===== config.mk =====
export PLATFORM = sky130hd
export DESIGN_NAME = seg_scan
export DESIGN_NICKNAME = d
export VERILOG_FILES = /design/src/rtl/seg_scan.sv
export SDC_FILE = /design/constraint.sdc
export NUM_CORES = 1
export LEC_CHECK = 0
export CORE_ASPECT_RATIO = 0.5
export CORE_MARGIN = 2
export CORE_UTILIZATION = 59
export CTS_CLUSTER_SIZE = 40
export DETAILED_ROUTE_END_ITERATION = 12
export PLACE_DENSITY_LB_ADDON = 0.3
export SYNTH_ARGS = -nofsm -noshare
export SYNTH_HDL_FRONTEND = slang
export SYNTH_SLANG_ARGS = --single-unit

===== constraint.sdc =====
create_clock -name clk -period 3.49 [get_ports clk]
set_input_delay 0.349 -clock clk [delete_from_list [all_inputs] [get_ports clk]]
set_output_delay 0.349 -clock clk [all_outputs]
set_load 0.01 [all_outputs]

===== src/rtl/seg_scan.sv =====
// Time-multiplexed scan driver for a multi-digit 7-segment display.
// Holds a packed BCD value, scans one digit per slot with dead time, and updates only at frame boundaries.
module seg_scan #(
  parameter int DIGITS = 4,
  parameter int DIV    = 50000,
  parameter int GAP    = 16
) (
  input  logic                  clk,
  input  logic                  rst_n,
  input  logic                  in_valid,
  output logic                  in_ready,
  input  logic [4*DIGITS-1:0]   value,
  input  logic                  blank_lz,
  output logic [3:0]            num,
  output logic [DIGITS-1:0]     dig_en
);

  localparam int CW = (DIV > 1) ? $clog2(DIV) : 1;
  localparam int IW = (DIGITS > 1) ? $clog2(DIGITS) : 1;

  localparam logic [CW-1:0] CNT_LAST = CW'(DIV - 1);
  localparam logic [CW-1:0] CNT_GAP  = CW'(GAP);
  localparam logic [IW-1:0] IDX_LAST = IW'(DIGITS - 1);

  logic [CW-1:0]         cnt;
  logic [IW-1:0]         idx;
  logic [4*DIGITS-1:0]   disp;
  logic [4*DIGITS-1:0]   pend;
  logic                  pend_v;

  logic                  slot_end;
  logic                  frame_end;
  logic                  accept;
  logic [DIGITS-1:0]     upper_zero;
  logic [DIGITS-1:0]     blanked;

  assign slot_end  = (cnt == CNT_LAST);
  assign frame_end = slot_end && (idx == IDX_LAST);
  assign in_ready  = ~pend_v;
  assign accept    = in_valid && ~pend_v;

  always_ff @(posedge clk or negedge rst_n) begin
    if (!rst_n) begin
      cnt <= '0;
      idx <= '0;
    end else if (slot_end) begin
      cnt <= '0;
      idx <= (idx == IDX_LAST) ? '0 : idx + IW'(1);
    end else begin
      cnt <= cnt + CW'(1);
    end
  end

  // accept and frame_end never both touch pend_v: accept needs pend_v=0,
  // and the boundary only acts when pend_v=1.
  always_ff @(posedge clk or negedge rst_n) begin
    if (!rst_n) begin
      disp   <= '0;
      pend   <= '0;
      pend_v <= 1'b0;
    end else begin
      if (frame_end && pend_v) begin
        disp   <= pend;
        pend_v <= 1'b0;
      end
      if (accept) begin
        pend   <= value;
        pend_v <= 1'b1;
      end
    end
  end

  always_comb begin
    num = 4'd0;
    for (int k = 0; k < DIGITS; k++) begin
      if (idx == IW'(k)) num = disp[4*k +: 4];
    end
  end

  // upper_zero[k]: this digit and every more significant digit are zero.
  always_comb begin
    logic run_zero;
    run_zero   = 1'b1;
    upper_zero = '0;
    for (int k = DIGITS - 1; k >= 0; k--) begin
      run_zero      = run_zero && (disp[4*k +: 4] == 4'd0);
      upper_zero[k] = run_zero;
    end
  end

  always_comb begin
    blanked = '0;
    for (int k = 1; k < DIGITS; k++) begin
      blanked[k] = blank_lz && upper_zero[k];
    end
  end

  always_comb begin
    dig_en = '0;
    if (cnt >= CNT_GAP) begin
      for (int k = 0; k < DIGITS; k++) begin
        if ((idx == IW'(k)) && !blanked[k]) dig_en[k] = 1'b1;
      end
    end
  end

endmodule


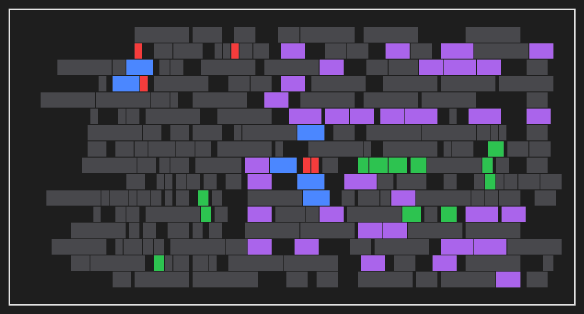
logic_types.png
(6 px per µm)
Key: fa/ha/maj cells = blue [cells 6, most used ha_1, where center]; aoi and oai cells = green [cells 12]; inv cells = red [cells 5, most used inv_1]; mux cells = purple [cells 34, most used mux2_2]

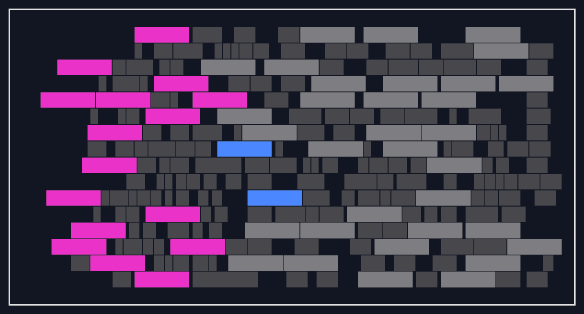
flops_by_reg.png
(6 px per µm) Other sequential cells in the stronger gray, the rest of the logic in the fainter gray.
Key: idx = blue [placed flops 2]; cnt = magenta [placed flops 16]

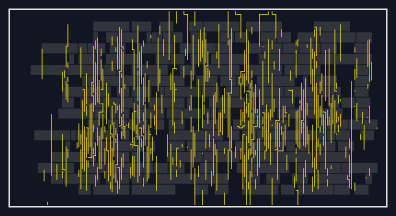
layer_met2.png
(4 px per µm) Cells faint in the background.
220 nets have wire on it. The layer holds 47% of the routed length. The layer carries 2080 µm of wire. The longest straight run is 26.9 µm.

==> impl_metrics.ini <==
; synthesis and place-and-route metrics
[detailed_routing]
vias = 1609
drt-met1-wl_um = 2080
ant_nets = 0
drtIter0Drc = 53

[floorplanning]
ios = 29
die_y_um = 49.0
dieArea_um2 = 4610
design.core.area_um2 = 3900
num_rows = 16
taps = 54

[cts]
clockBufferDepth = 2
cts_setup_buffers = 0
ctsResizeCount = 0
clock_latency_ps = 300
clk_pin_slew_ps = 90
htreeDepth = 2
cts.sinks = 51

[layout]
layout_top_cells = 51 x dfrtp_1, 27 x clkdlybuf4s50_1, 25 x mux2_2, 13 x nand2_1, 10 x nor2_1
clock_buffers = 6
comb-cell-share_pct = 37.3
comb_area_um2 = 1060
design.seq.count = 51
sh_seq_area_pct = 45.0
final_design_area_no_fill_um2 = 2830
n_all_buffers = 31
comb_cells = 130
syn2layout_area_growth_pct = 18.6
layout_top_cell = dfrtp_1
reg_top3 = cnt: 16 flops, disp: 16 flops, pend: 16 flops
finalNonFillerCells = 279
n_fill_cell = 269
fin_util_pct = 72.6
clock_cell_area_share_pct = 4.15

[placement]
gp_congestion = 0.820
dp.cells = 271
dpl.hpwl_um = 3090
portBuffers = 28
place_area_um2 = 2720

[global_route]
grt_util_met1_pct = 26.7
grt_pass1_wl_um = 7420
top_usage_layer = met2
track_usage_pct = 21.0
grt_antenna_before_repair = 0

[pwr]
combinationalPower_w = 0.0000538
switching_share_pct = 20.0
power_switching_w = 0.000220
pwr-share-clk_pct = 38.4
intPower_w = 0.000878
clk-power_w = 0.000421
seq_power_w = 0.000623
p_comb_share_pct = 4.9

[worst_hold_path]
hp-class = input pin to asynchronous set/reset pin

[logic_synthesis]
area_leaders = dfrtp_1 53%, mux2_2 12%, mux2_4 5.7%
ys_seq_share_pct = 53.4
adder_share_pct = 3.14
edf_count = 0
yosysMostFrequentCell = dfrtp_1
synth_area_um2 = 2390
async_flop_share_pct = 100
ys_chip_area_um2 = 2390
ff_type = dfrtp_1
synth-seq-cells = 51
syn_area_per_cell_um2 = 12.4
synthAoiAreaFrac_pct = 4.45
netlist_instances = 193

[outcome]
status = finished clean

[timing]
relSlewSlack_pct = 25.8
finalCritPeriodShare_pct = 77.3
period_needed_ps = 2700
setup_ws_ps = 792

[critical_path]
crit_type = register to output port
cp_max_fo = 6
regToRegEndpoint = cnt[14]$_DFF_PN0_

[run]
tool_warnings = 31
==> worst max-delay path by stage <==
stage / slack [ps] / cells past startpoint / start / to
6_report: 790 / 4 / cnt[14]$_DFF_PN0_ / dig_en[2]
3_5_place_dp: 1130 / 4 / cnt[14]$_DFF_PN0_ / dig_en[2]
2_1_floorplan: 1560 / 5 / cnt[11]$_DFF_PN0_ / disp[0]$_DFFE_PN0P_
4_1_cts: 780 / 4 / cnt[14]$_DFF_PN0_ / dig_en[2]
3_3_place_gp: 1170 / 4 / cnt[14]$_DFF_PN0_ / dig_en[0]
5_1_grt: 670 / 4 / cnt[14]$_DFF_PN0_ / dig_en[2]
==> critical path, cell delays in order (launching register included) <==
cell and delay (ps):
dfrtp_1 430, or4_1 530, or3_1 410, and3_1 200
clkdlybuf4s50_1 470
No activity file was given, so power comes from the tool's default toggle rates.
